===== src/rtl/control_sequencer_pkg.sv =====
// Shared definitions for the SAP control sequencer: state encoding, step width,
// fetch length and the execute-step normalisation helper.
package control_sequencer_pkg;

  typedef enum logic [2:0] {
    S_IDLE   = 3'd0,
    S_F_ADDR = 3'd1,
    S_F_MEM  = 3'd2,
    S_F_IR   = 3'd3,
    S_EXEC   = 3'd4
  } state_t;

  localparam int STEP_W       = 2;
  localparam int FETCH_CYCLES = 3;

  // A decoder reporting zero execute steps still gets one.
  function automatic logic [STEP_W-1:0] eff_steps(input logic [STEP_W-1:0] req);
    return (req == '0) ? STEP_W'(1) : req;
  endfunction

endpackage


===== src/rtl/control_sequencer.sv =====
// SAP ring-counter sequencer: 3-cycle fetch, then 1..3 execute steps, with run/halt
// and a retired-instruction counter. Optional macro SINGLE_STEP_EN adds step_req.
module control_sequencer
  import control_sequencer_pkg::*;
#(
  parameter int CNT_W = 8
) (
  input  logic              clk,
  input  logic              rst_n,
  input  logic              run,
  input  logic [STEP_W-1:0] steps_required,
`ifdef SINGLE_STEP_EN
  input  logic              step_req,
`endif
  output logic              fetch_complete,
  output logic [STEP_W-1:0] step,
  output logic              mar_load_pc,
  output logic              ram_read,
  output logic              ir_load,
  output logic              halted,
  output logic [CNT_W-1:0]  instr_count,
  output state_t            fsm_state
);

  // Handshake: none. Strobes are pure functions of state; run and step_req are
  // sampled on the rising edge and only matter in IDLE and on the last EXEC step.

  state_t            state, state_nxt;
  logic [STEP_W-1:0] step_q, step_nxt;
  logic [STEP_W-1:0] steps_lat, steps_lat_nxt;
  logic [STEP_W-1:0] steps_cur;
  logic              retire;
  logic              start;
  logic              keep_going;

`ifdef SINGLE_STEP_EN
  logic req_q;
  logic single_q;
  logic req_rise;

  assign req_rise = step_req & ~req_q;

  // single_q marks an instruction launched by step_req alone; it forces IDLE afterwards.
  always_ff @(posedge clk or negedge rst_n) begin
    if (!rst_n) begin
      req_q    <= 1'b0;
      single_q <= 1'b0;
    end else begin
      req_q <= step_req;
      if (state == S_IDLE) single_q <= ~run & req_rise;
    end
  end

  assign start      = run | req_rise;
  assign keep_going = run & ~single_q;
`else
  assign start      = run;
  assign keep_going = run;
`endif

  always_ff @(posedge clk or negedge rst_n) begin
    if (!rst_n) begin
      state       <= S_IDLE;
      step_q      <= '0;
      steps_lat   <= STEP_W'(1);
      instr_count <= '0;
    end else begin
      state     <= state_nxt;
      step_q    <= step_nxt;
      steps_lat <= steps_lat_nxt;
      if (retire) instr_count <= instr_count + CNT_W'(1);
    end
  end

  // Step 0 uses the live decoder value; later steps use the latched copy.
  assign steps_cur = (step_q == '0) ? eff_steps(steps_required) : steps_lat;

  always_comb begin
    state_nxt     = state;
    step_nxt      = step_q;
    steps_lat_nxt = steps_lat;
    retire        = 1'b0;
    unique case (state)
      S_IDLE:   if (start) state_nxt = S_F_ADDR;
      S_F_ADDR: state_nxt = S_F_MEM;
      S_F_MEM:  state_nxt = S_F_IR;
      S_F_IR: begin
        state_nxt = S_EXEC;
        step_nxt  = '0;
      end
      S_EXEC: begin
        if (step_q == '0) steps_lat_nxt = steps_cur;
        if (step_q == steps_cur - STEP_W'(1)) begin
          retire    = 1'b1;
          step_nxt  = '0;
          state_nxt = keep_going ? S_F_ADDR : S_IDLE;
        end else begin
          step_nxt = step_q + STEP_W'(1);
        end
      end
      default:  state_nxt = S_IDLE;
    endcase
  end

  assign fetch_complete = (state == S_EXEC);
  assign step           = (state == S_EXEC) ? step_q : '0;
  assign mar_load_pc    = (state == S_F_ADDR);
  assign ram_read       = (state == S_F_MEM);
  assign ir_load        = (state == S_F_IR);
  assign halted         = (state == S_IDLE);
  assign fsm_state      = state;

endmodule


===== config.mk =====
export PLATFORM = sky130hd
export DESIGN_NAME = control_sequencer
export DESIGN_NICKNAME = d
export VERILOG_FILES = /design/src/rtl/control_sequencer_pkg.sv /design/src/rtl/control_sequencer.sv
export SDC_FILE = /design/constraint.sdc
export NUM_CORES = 1
export LEC_CHECK = 0
export CELL_PAD_IN_SITES_DETAIL_PLACEMENT = 0
export CELL_PAD_IN_SITES_GLOBAL_PLACEMENT = 1
export CORE_MARGIN = 8
export CORE_UTILIZATION = 38
export CTS_BUF_LIST = sky130_fd_sc_hd__clkbuf_8 sky130_fd_sc_hd__clkbuf_16
export CTS_CLUSTER_DIAMETER = 150
export DETAILED_ROUTE_END_ITERATION = 16
export PLACE_DENSITY = 0.83
export SLEW_MARGIN = 30
export SYNTH_ARGS = -nofsm -noshare
export SYNTH_HDL_FRONTEND = slang
export SYNTH_SLANG_ARGS = --single-unit

===== constraint.sdc =====
create_clock -name clk -period 4.93 [get_ports clk]
set_input_delay 1.479 -clock clk [delete_from_list [all_inputs] [get_ports clk]]
set_output_delay 1.479 -clock clk [all_outputs]
set_load 0.03 [all_outputs]

**Run 1: sequential cells grouped by signal name**

(6 px per micron) Other sequential cells in the stronger gray, the rest of the logic in the fainter gray.
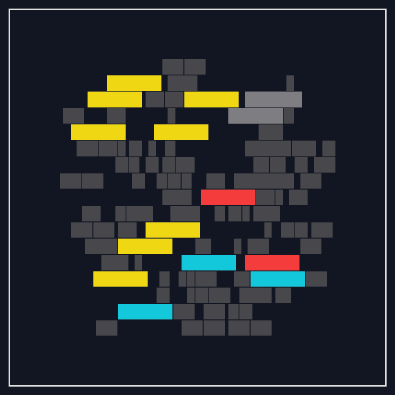
[step_q] red | sequential cells: 2
[instr_count] yellow | sequential cells: 8
[fsm_state] cyan | sequential cells: 3
not colored: 2
Final Core Density: 52.88%
flop share of the area: 33.48%
P_seq: 0.000225 W
flip-flop and latch area: 376.6 sq um

**Run 1: sizing map**

(6 px per micron)
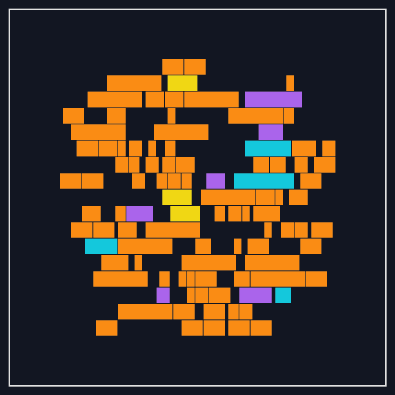
[_2 cells] purple | cells: 6
[_0 and _1 cells] orange | cells: 87 | most used: clkdlybuf4s50_1
[_3 and _4 cells] cyan | cells: 4
[_6 and larger] yellow | cells: 3 | most used: clkbuf_8
cell area after layout: 1125 sq um
Non-clk bufs: 23

==> qor.yml, run 1 <==
placed_design:
  place_hpwl_microns: 1310
  portBuffers: 22
  gp_congestion: 0.7507
power:
  powerDensity_nw_per_um2: 647.9
  comb_cell_power_w: 0.000409
  maxPowerGroup: "combinational cells"
  leakage_nw: 0.4940
  p_clk_w: 0.0000945
  p_switching_w: 0.0003288
  seqPwrFrac_pct: 30.9
  ir_drop_mv: 0.3656
  internal_power_w: 0.0004001
  comb_power_share_pct: 56.2
  p_clk_share_pct: 13.0
sta:
  rsz0062_at_grt: "false"
  min_period_over_period_pct: 69.71
  hold_violations: 0
  slew_viol_final: 0
  worst_clock_skew_ns: 0.001700
  tightest_slew_ns: 0.6492
  period_needed_ns: 3.437
  tns_ns: 0
  fmax_mhz: 291.0
  hold_ws_ns: 0.4738
  max_slew_margin_pct: 56.58
critical_path:
  cp_slowest_stage_delay_ns: 0.66
  cp_num_cells: 4
  end_kind: "output pin"
  slowest_stage: "clkdlybuf4s50_1"
  rr_startpoint: "step_q[0]$_DFFE_PN0P_"
  worstPathArrival_ns: 1.96
  worst-setup-path-type: "flop to output pin"
  required_ns: 3.45
  cp_num_buf_inv: 2
  endpoint: "step[0]"
  setup.worst_path.start: "fsm_state[0]$_DFFE_PN0P_"
  cp_max_fo: 15
  timing.reg2reg.worst_path_depth: 6
  crit_chain: "nor3b_1, buf_4, and2_1, clkdlybuf4s50_1"
  critPathLaunchType: "flop"
  rrSetupSlack_ns: 2.75
  reg2reg_to: "instr_count[1]$_DFFE_PN0P_"
finish:
  comb_cells: 55
  comb-cell-share_pct: 38.15
  areaGrowthSynthToFinish_pct: 36.83
  lay_top_count: "clkdlybuf4s50_1"
  antenna_cells: 0
  final_nets: 108
  lay_top_cells: "22 x clkdlybuf4s50_1, 14 x dfrtp_1, 7 x xor2_1"
  clockNetworkAreaShare_pct: 4.004
  seq_cells: 15
  mi_logic_area_sq_um: 429.2
  inverters_excl_clock: 3
  drive_above_1_share_pct: 13.00
  dominant_cells: "logic gates"
  clkbuf_count: 3
clock_network:
  clock_latency_ns: 0.24
  cts_tree: "yes"
  post_cts_buffers: 0
  cts.sinks: 15
  h-tree-depth: 1
  cts-hold-fix-buffers: 0
  clk_pin_slew_ns: 0.06
  cts_resized: 0
  cts_buffers: 3
  cts_root_buf: "clkbuf_8"
logic_synthesis:
  avgSynthCellArea_sq_um: 11.11
  top_area_share_pct: 42.62
  yosysTopAreaCell: "dfrtp_1"
  yosys_cells: 74
  syn_nets: 81
  ys.flops: 15
  yosysWarnings: 0
  ys_area_sq_um: 822.0
  yosys.stat.seqShare_pct: 45.81
  async_flop_share_pct: 100.0
  top_cell: "dfrtp_1"
  area_leaders: "dfrtp_1 43%, xor2_1 7.5%, nor3_1 3.7%"
  syn-cell-area_sq_um: 822.0
  top_cells_by_count: "14 x dfrtp_1, 7 x xor2_1, 6 x nor3_1"
grt:
  use_met2_pct: 14.36
  grt_max_degree: 16
  grtUsageMet1_pct: 11.08
  grt_overflow_total: 0
  grt.busiest_layer: "met2"
  grt_pass1_vias: 681
  grtUsageTotal_pct: 9.289
  grt_pass1_wl_microns: 3077
drt:
  dr_wl_met3_microns: 132
  drtIter0Drc: 23
  vias_per_cell: 4.961
  postRouteAntennaNets: 0
  drc_errors: 0
  topRoutingLayerUsed: "met4"
  first_pass_iters: 4
  route.met2.wl_microns: 726
  wl_met1_microns: 838
  wl_microns: 1722
  wl_per_cell_microns: 13.45
die:
  die-area_sq_um: 3908
  fp-utilization_pct: 38.65
  fp.dieW_microns: 62.51
  die_y_microns: 62.51
  taps: 28
  top_level_ports: 23
run:
  tool_warnings: 26
  max_cap_viol_count: 0
worst_hold_path:
  hold_end: "instr_count[7]$_DFFE_PN0P_"
  holdPathStages: 1
status:
  status: "finished, final reports clean"
**Run 1: met3 routing**

(4 px per micron) Cells faint in the background.
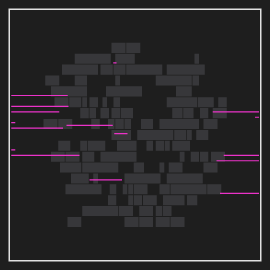
wire length on this layer: 133 microns
share of all routed wire: 7.7%
main direction: horizontal
longest straight run: 16.8 microns
nets with wire on the layer: 14
met3 Use GR: 4.122%
vias post-DR: 635

**Run 1: cell placement**

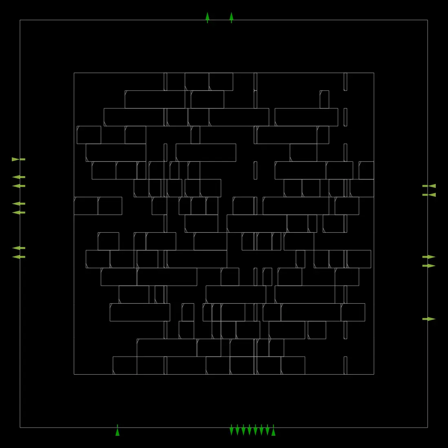
final non-filler cell total: 128
# rows: 17
Core Area: 2127 sq um
Fill cells: 204

==> run 1: logic make-up after synthesis <==
logic type / share of synthesized area, %
mux: 3.196
buf+inv: 1.978
fa+ha+maj: 3.044
flops: 45.82
xor+xnor: 8.524
compound gates: 12.48
simple gates: 24.96
==> run 1: through the flow <==
step	utilization (%)	power (W)	setup slack (ns)	cells	cell area, sq um
after floorplan	-	0.0004985	1.794	74	822.0
after global placement	50.76	0.0006310	1.700	124	1080
after detailed placement	50.76	0.0006384	1.647	124	1080
after CTS	52.88	0.0007343	1.486	128	1125
after global routing	52.88	0.0007833	1.411	128	1125
final	52.88	0.0007288	1.493	128	1125
==> run 1: state kept, by name (all words and copies together) (netlist names) <==
register,flops
fsm_state,3
instr_count,8
step_q,2
steps_lat,2
**Run 1: cell classes on the final placement**

(8 px per micron)
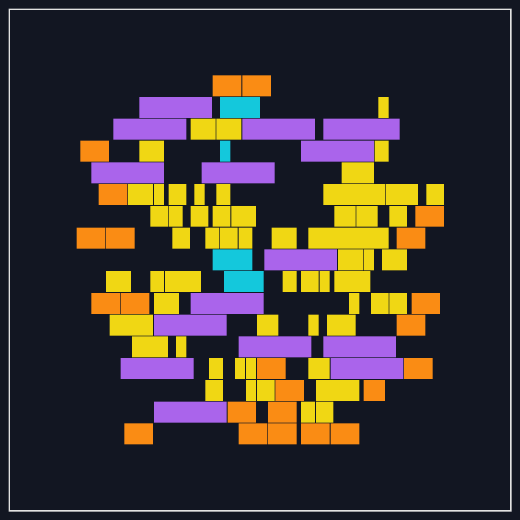

==> run 2: changes to the inputs <==
--- a/config.mk
+++ b/config.mk
@@ -8,11 +8,11 @@
 export CELL_PAD_IN_SITES_DETAIL_PLACEMENT = 0
 export CELL_PAD_IN_SITES_GLOBAL_PLACEMENT = 1
 export CORE_MARGIN = 8
-export CORE_UTILIZATION = 38
+export CORE_UTILIZATION = 32
 export CTS_BUF_LIST = sky130_fd_sc_hd__clkbuf_8 sky130_fd_sc_hd__clkbuf_16
 export CTS_CLUSTER_DIAMETER = 150
 export DETAILED_ROUTE_END_ITERATION = 16
-export PLACE_DENSITY = 0.83
+export PLACE_DENSITY = 0.74
 export SLEW_MARGIN = 30
 export SYNTH_ARGS = -nofsm -noshare
 export SYNTH_HDL_FRONTEND = slang
==> constraint.sdc (replaced) <==
create_clock -name clk -period 2.97 [get_ports clk]
set_input_delay 0.891 -clock clk [delete_from_list [all_inputs] [get_ports clk]]
set_output_delay 0.891 -clock clk [all_outputs]
set_load 0.03 [all_outputs]
**Run 2: cell classes on the final placement**

(8 px per micron)
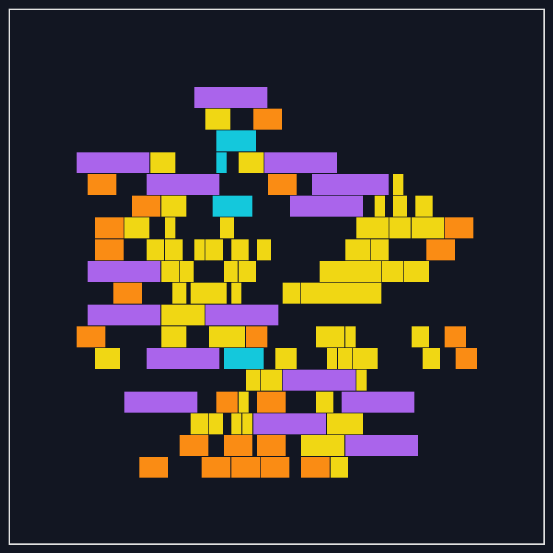
[combinational and other logic] yellow | cells: 58 | share of their area: 41%
[clock drivers and dummy loads] cyan | cells: 4 | share of their area: 4.2%
[sequential cells] purple | cells: 15 | share of their area: 35%
[remaining buffers and delay cells] orange | cells: 23 | share of their area: 20%
cell area after layout: 1120 sq um
Core Area: 2455 sq um
Final Core Density: 45.62%
# rows: 18
flop share of the area: 33.63%

**Run 2: met3 routing**

(4 px per micron) Cells faint in the background.
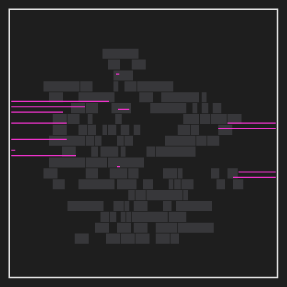
longest straight run: 24.1 microns
nets with wire on the layer: 12
main direction: horizontal
share of all routed wire: 7.6%
wire length on this layer: 147 microns
final WL: 1922 microns
vias post-DR: 649
met3 Use GR: 3.859%

==> run 2 against run 1 <==
  * Sequential power up 67%
  * Largest cell class unchanged
  * Highest routed layer unchanged
  * Critical endpoint is now ir_load
  * Largest power group unchanged
  * Critical path depth down 1
  * Critical path type unchanged
  * Wire length up 12%
==> qor.yml, run 2 <==
status:
  status: "finished, final reports clean"  # unchanged
drt:
  drc_errors: 0  # unchanged
  postRouteAntennaNets: 0  # unchanged
  wl_per_cell_microns: 14.78  # was 13.45 microns
  first_pass_iters: 4  # unchanged
  drtIter0Drc: 11  # was 23
  vias_per_cell: 4.992  # was 4.961
sta:
  min_period_over_period_pct: 91.92
  period_needed_ns: 2.730
  slew_viol_final: 0  # unchanged
  rsz0062_at_grt: "false"  # unchanged
  tightest_slew_ns: 0.7129  # was 0.6492 ns
  fmax_mhz: 366.3
  max_slew_margin_pct: 52.32  # was 56.58%
  tns_ns: 0  # unchanged
  worst_clock_skew_ns: 0.002385  # was 0.001700 ns
  hold_violations: 0  # unchanged
power:
  comb_cell_power_w: 0.000685  # was 0.000409 W
  leakage_nw: 0.5001  # was 0.4940 nW
  internal_power_w: 0.0006637  # was 0.0004001 W
  seqPwrFrac_pct: 30.7  # was 30.9%
  seq_power_w: 0.000375  # was 0.000225 W
  p_switching_w: 0.0005590  # was 0.0003288 W
  ir_drop_mv: 0.5426  # was 0.3656 mV
  total_power_w: 0.001223  # was 0.0007288 W
  p_clk_w: 0.000162  # was 0.0000945 W
  powerDensity_nw_per_um2: 1092  # was 647.9 nW/um^2
  maxPowerGroup: "combinational cells"  # unchanged
  comb_power_share_pct: 56.1  # was 56.2%
finish:
  clockNetworkAreaShare_pct: 4.022  # was 4.004%
  flop_area_sq_um: 376.6  # unchanged
  top_register: "instr_count"  # unchanged
  inverters_excl_clock: 3  # unchanged
  antenna_cells: 0  # unchanged
  signal_buffers: 23  # unchanged
  clkbuf_count: 3  # unchanged
  seq_cells: 15  # unchanged
  areaGrowthSynthToFinish_pct: 36.22  # was 36.83%
  fillCellCount: 240  # was 204
  drive_above_1_share_pct: 16.00  # was 13.00%
  comb-cell-share_pct: 38.32  # was 38.15%
  lay_top_cells: "19 x clkdlybuf4s50_1, 14 x dfrtp_1, 7 x xor2_1"  # was 22 x clkdlybuf4s50_1, 14 x dfrtp_1, 7 x xor2_1
  comb_cells: 55  # unchanged
  mi_logic_area_sq_um: 429.2  # unchanged
  largest_reg_flops: 8  # unchanged
  dominant_cells: "logic gates"  # unchanged
  final_nets: 108  # unchanged
critical_path:
  worst-setup-path-type: "flop to output pin"  # unchanged
  critPathLaunchType: "flop"  # unchanged
  rrSetupSlack_ns: 0.78  # was 2.75 ns
  timing.reg2reg.worst_path_depth: 6  # unchanged
  setup.worst_path.start: "fsm_state[2]$_DFFE_PN0P_"  # was fsm_state[0]$_DFFE_PN0P_
  cp_num_cells: 3  # was 4
  rr_startpoint: "step_q[0]$_DFFE_PN0P_"  # unchanged
  required_ns: 2.08  # was 3.45 ns
  reg2reg_to: "instr_count[1]$_DFFE_PN0P_"  # unchanged
  endpoint: "ir_load"  # was step[0]
  end_kind: "output pin"  # unchanged
  cp_max_fo: 5  # was 15
  cp_num_buf_inv: 1  # was 2
  cp_slowest_stage_delay_ns: 0.73  # was 0.66 ns
  slowest_stage: "clkdlybuf4s50_1"  # unchanged
  worstPathArrival_ns: 1.84  # was 1.96 ns
die:
  top_level_ports: 23  # unchanged
  taps: 30  # was 28
  fp.dieW_microns: 66.69  # was 62.51 microns
  fp-utilization_pct: 33.49  # was 38.65%
  die_y_microns: 66.69  # was 62.51 microns
  die-area_sq_um: 4447  # was 3908 sq um
logic_synthesis:
  area_leaders: "dfrtp_1 43%, xor2_1 7.5%, nor3_1 3.7%"  # unchanged
  top_area_share_pct: 42.62  # unchanged
  avgSynthCellArea_sq_um: 11.11  # unchanged
  mux_share_pct: 3.196  # unchanged
  syn-cell-area_sq_um: 822.0  # unchanged
  async_flop_share_pct: 100.0  # unchanged
  yosysTopAreaCell: "dfrtp_1"  # unchanged
  yosysWarnings: 0  # unchanged
  syn_nets: 81  # unchanged
  logic_family: "simple AND/OR/NAND/NOR gates"  # unchanged
  simple_gate_share_pct: 24.96  # unchanged
  xor_area_share_pct: 8.524  # unchanged
  synthAdderAreaFrac_pct: 3.044  # unchanged
  top_cell: "dfrtp_1"  # unchanged
  top_cells_by_count: "14 x dfrtp_1, 7 x xor2_1, 6 x nor3_1"  # unchanged
  ys_area_sq_um: 822.0  # unchanged
  aoi_share_pct: 12.48  # unchanged
  yosys_cells: 74  # unchanged
clock_network:
  cts_tree: "yes"  # unchanged
  cts_buffers: 3  # unchanged
  post_cts_buffers: 0  # unchanged
  h-tree-depth: 1  # unchanged
  cts.sinks: 15  # unchanged
  cts_root_buf: "clkbuf_8"  # unchanged
  cts-hold-fix-buffers: 0  # unchanged
  clock_latency_ns: 0.25  # was 0.24 ns
  cts_resized: 0  # unchanged
  clk_pin_slew_ns: 0.06  # about the same
placed_design:
  place_hpwl_microns: 1468  # was 1310 microns
  gp_congestion: 0.7418  # was 0.7507
  portBuffers: 22  # unchanged
  place_area_sq_um: 1075  # was 1080 sq um
grt:
  grt_pass1_vias: 686  # was 681
  grt_max_degree: 16  # unchanged
  grt_pass1_wl_microns: 3305  # was 3077 microns
  grt_overflow_total: 0  # unchanged
  grtUsageTotal_pct: 9.360  # was 9.289%
worst_hold_path:
  holdPathStages: 1  # unchanged
  hold_end: "instr_count[7]$_DFFE_PN0P_"  # unchanged
run:
  tool_warnings: 26  # unchanged
  max_cap_viol_count: 0  # unchanged
[run 2: netlist changes by cell type in the layout (fill, tap and decap cells not counted), sizes merged]
| cell | change |
|---|---|
| buf | +3 |
| clkdlybuf4s50 | -3 |
[run 2: stage by stage]
stage	setup slack, ns	hold slack (ns)	util (%)	std cells
after detailed placement	0.2913	0.4625	43.78	126
final	0.2399	0.4760	45.62	130
after floorplan	0.4223	0.4693	-	74
after CTS	0.2292	0.4763	45.62	130
after global placement	0.3199	0.4583	43.78	126
after global routing	0.1369	0.4923	45.62	130
[run 2: layer usage]
layer | up-vias | routed length (microns) | track usage (%)
met5 | - | 0 | 0
met4 | 0 | 23 | 3.200
met3 | 3 | 146 | 3.859
met2 | 14 | 858 | 13.86
met1 | 312 | 893 | 11.89
li1 | 320 | - | -
**Run 2: sizing map**

(6 px per micron)
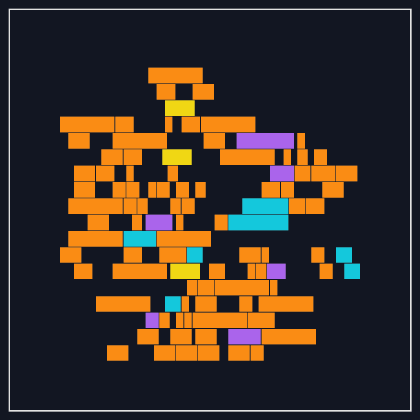

==> run 3: changes to the inputs <==
--- a/config.mk
+++ b/config.mk
@@ -8,11 +8,12 @@
 export CELL_PAD_IN_SITES_DETAIL_PLACEMENT = 0
 export CELL_PAD_IN_SITES_GLOBAL_PLACEMENT = 1
 export CORE_MARGIN = 8
-export CORE_UTILIZATION = 32
+export CORE_UTILIZATION = 41
 export CTS_BUF_LIST = sky130_fd_sc_hd__clkbuf_8 sky130_fd_sc_hd__clkbuf_16
 export CTS_CLUSTER_DIAMETER = 150
 export DETAILED_ROUTE_END_ITERATION = 16
-export PLACE_DENSITY = 0.74
+export DONT_BUFFER_PORTS = 1
+export PLACE_DENSITY_LB_ADDON = 0.1
 export SLEW_MARGIN = 30
 export SYNTH_ARGS = -nofsm -noshare
 export SYNTH_HDL_FRONTEND = slang
==> constraint.sdc (replaced) <==
create_clock -name clk -period 2.97 [get_ports clk]
set_input_delay 0.4455 -clock clk [delete_from_list [all_inputs] [get_ports clk]]
set_output_delay 0.4455 -clock clk [all_outputs]
set_load 0.03 [all_outputs]
**Run 3: sizing map**

(6 px per micron)
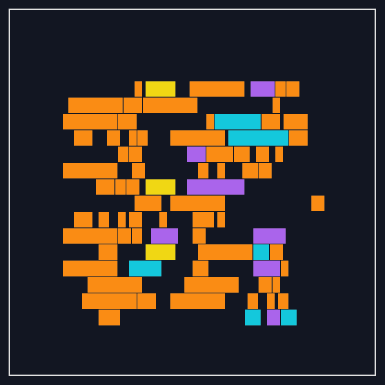
[_0 and _1 cells] orange | cells: 65 | most used: dfrtp_1
[_3 and _4 cells] cyan | cells: 6 | most used: buf_4
[_2 cells] purple | cells: 7 | most used: nor3b_2
[_6 and larger] yellow | cells: 3 | most used: clkbuf_8
setup ws final: 0.7928 ns
Layout area overhead: 13.55%
Non-clk bufs: 4

**Run 3: met3 routing**

(4 px per micron) Cells faint in the background.
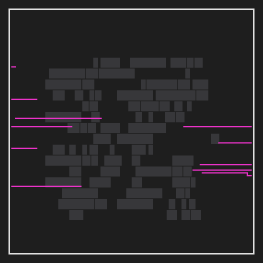
longest straight run: 21.4 microns
share of all routed wire: 7.8%
vias post-DR: 561
met3 Use GR: 3.602%
final WL: 1695 microns

==> run 3 against run 2 <==
  * Synthesized cell count is the same
  * Sequential cell count is the same
  * Sequential share of layout area grew 6.7 points
  * Wire length shrank 12%
  * Core utilization grew 3.0 points
  * Setup slack gained 0.55 ns
  * Critical path type is now flop to flop
  * Critical endpoint is now instr_count[1]$_DFFE_PN0P_
  * Global-route usage grew 0.96 points
==> qor.yml, run 3 <==
logic_synthesis:
  top_cells_by_count: "14 x dfrtp_1, 7 x xor2_1, 6 x nor3_1"  # unchanged
  yosys.stat.seqShare_pct: 45.81  # unchanged
  yosysWarnings: 0  # unchanged
  async_flop_share_pct: 100.0  # unchanged
  ys.flops: 15  # unchanged
  yosysTopAreaCell: "dfrtp_1"  # unchanged
  top_area_share_pct: 42.62  # unchanged
  syn_nets: 81  # unchanged
  syn-cell-area_sq_um: 822.0  # unchanged
  avgSynthCellArea_sq_um: 11.11  # unchanged
grt:
  grt_overflow_total: 0  # unchanged
  grtUsageTotal_pct: 10.32  # was 9.360%
  grt_max_degree: 16  # unchanged
  grt.busiest_layer: "met2"  # unchanged
  grt_pass1_vias: 606  # was 686
die:
  die-area_sq_um: 3694  # was 4447 sq um
  top_level_ports: 23  # unchanged
  die_y_microns: 60.78  # was 66.69 microns
  num_rows: 16  # was 18
  core_area_sq_um: 1922  # was 2455 sq um
  taps: 27  # was 30
placed_design:
  pre_cts_ws_ns: 0.7894  # was 0.2913 ns
  dp_cells: 103  # was 126
  gp_congestion: 0.7251  # was 0.7418
  portBuffers: 0  # was 22
  place_hpwl_microns: 1274  # was 1468 microns
sta:
  max_slew_margin_pct: 45.63  # was 52.32%
  worst_clock_skew_ns: 0.002209  # was 0.002385 ns
  min_period_over_period_pct: 73.31  # was 91.92%
  hold_violations: 0  # unchanged
  period_needed_ns: 2.177  # was 2.730 ns
  hold_ws_ns: 0.04301  # was 0.4760 ns
  slew_viol_final: 0  # unchanged
  tns_ns: 0  # unchanged
  tightest_slew_ns: 0.8126  # was 0.7129 ns
  rsz0062_at_grt: "false"  # unchanged
  fmax_mhz: 459.3  # was 366.3 MHz
drt:
  vias_per_cell: 5.194  # was 4.992
  drtIter0Drc: 11  # unchanged
  first_pass_iters: 3  # was 4
  route.met2.wl_microns: 799  # was 858 microns
  topRoutingLayerUsed: "met4"  # unchanged
  dr_wl_met3_microns: 131  # was 146 microns
  drc_errors: 0  # unchanged
critical_path:
  rr_startpoint: "step_q[0]$_DFFE_PN0P_"  # unchanged
  end_kind: "flop"  # was output pin
  rrSetupSlack_ns: 0.79  # was 0.78 ns
  worst-setup-path-type: "flop to flop"  # was flop to output pin
  endpoint: "instr_count[1]$_DFFE_PN0P_"  # was ir_load
  timing.reg2reg.worst_path_depth: 6  # unchanged
  worstPathArrival_ns: 2.30  # was 1.84 ns
  reg2reg_to: "instr_count[1]$_DFFE_PN0P_"  # unchanged
  critPathLaunchType: "flop"  # unchanged
  cp_max_fo: 8  # was 5
finish:
  lay_top_count: "dfrtp_1"  # was clkdlybuf4s50_1
  comb-cell-share_pct: 46.51  # was 38.32%
  dominant_cells: "logic gates"  # unchanged
  drive_above_1_share_pct: 19.75  # was 16.00%
  final_nets: 89  # was 108
  inverters_excl_clock: 3  # unchanged
  post-route-util_pct: 48.57  # was 45.62%
  top_register: "instr_count"  # unchanged
  antenna_cells: 0  # unchanged
  seq_cells: 15  # unchanged
power:
  internal_power_w: 0.0005635  # was 0.0006637 W
  p_switching_w: 0.0005340  # was 0.0005590 W
  seqPwrFrac_pct: 41.8  # was 30.7%
  p_clk_share_pct: 14.0  # was 13.3%
  maxPowerGroup: "combinational cells"  # unchanged
  powerDensity_nw_per_um2: 1176  # was 1092 nW/um^2
clock_network:
  cts_tree: "yes"  # unchanged
  post_cts_buffers: 0  # unchanged
  cts.sinks: 15  # unchanged
  cts_buffers: 3  # unchanged
  cts_root_buf: "clkbuf_8"  # unchanged
  h-tree-depth: 1  # unchanged
status:
  status: "finished, final reports clean"  # unchanged
run:
  max_cap_viol_count: 0  # unchanged
  tool_warnings: 26  # unchanged
## run 3: cell counts after synthesis
Identical to the previous run, type by type.
## run 3: kinds of logic (layout without fill, tap and decap cells)
family                   Yosys count  in the layout  synth area share (%)
AND-OR/OR-AND                      8              8                 12.48
XOR/XNOR                           8              8                 8.524
adder cells (fa/ha/maj)            2              2                 3.044
buffers and inverters              4             11                 1.978
flip-flops                        15             15                 45.82
multiplexers                       2              2                 3.196
AND/OR/NAND/NOR                   35             35                 24.96
## run 3: worst max-delay path, cell delays in order, from the launching register on
cell,delay [ns]
dfrtp_1,0.43
inv_1,0.10
ha_1,0.27
and4_1,0.25
a2111oi_4,0.56
nor3b_2,0.13
mux2_4,0.32
## run 3: timing repair
action / CTS / global route
endpoints found under the hold margin: 14 / 0
hold buffers: 1 / 0
resized: 0 / 0
Power is estimated from default activity; no workload was simulated.
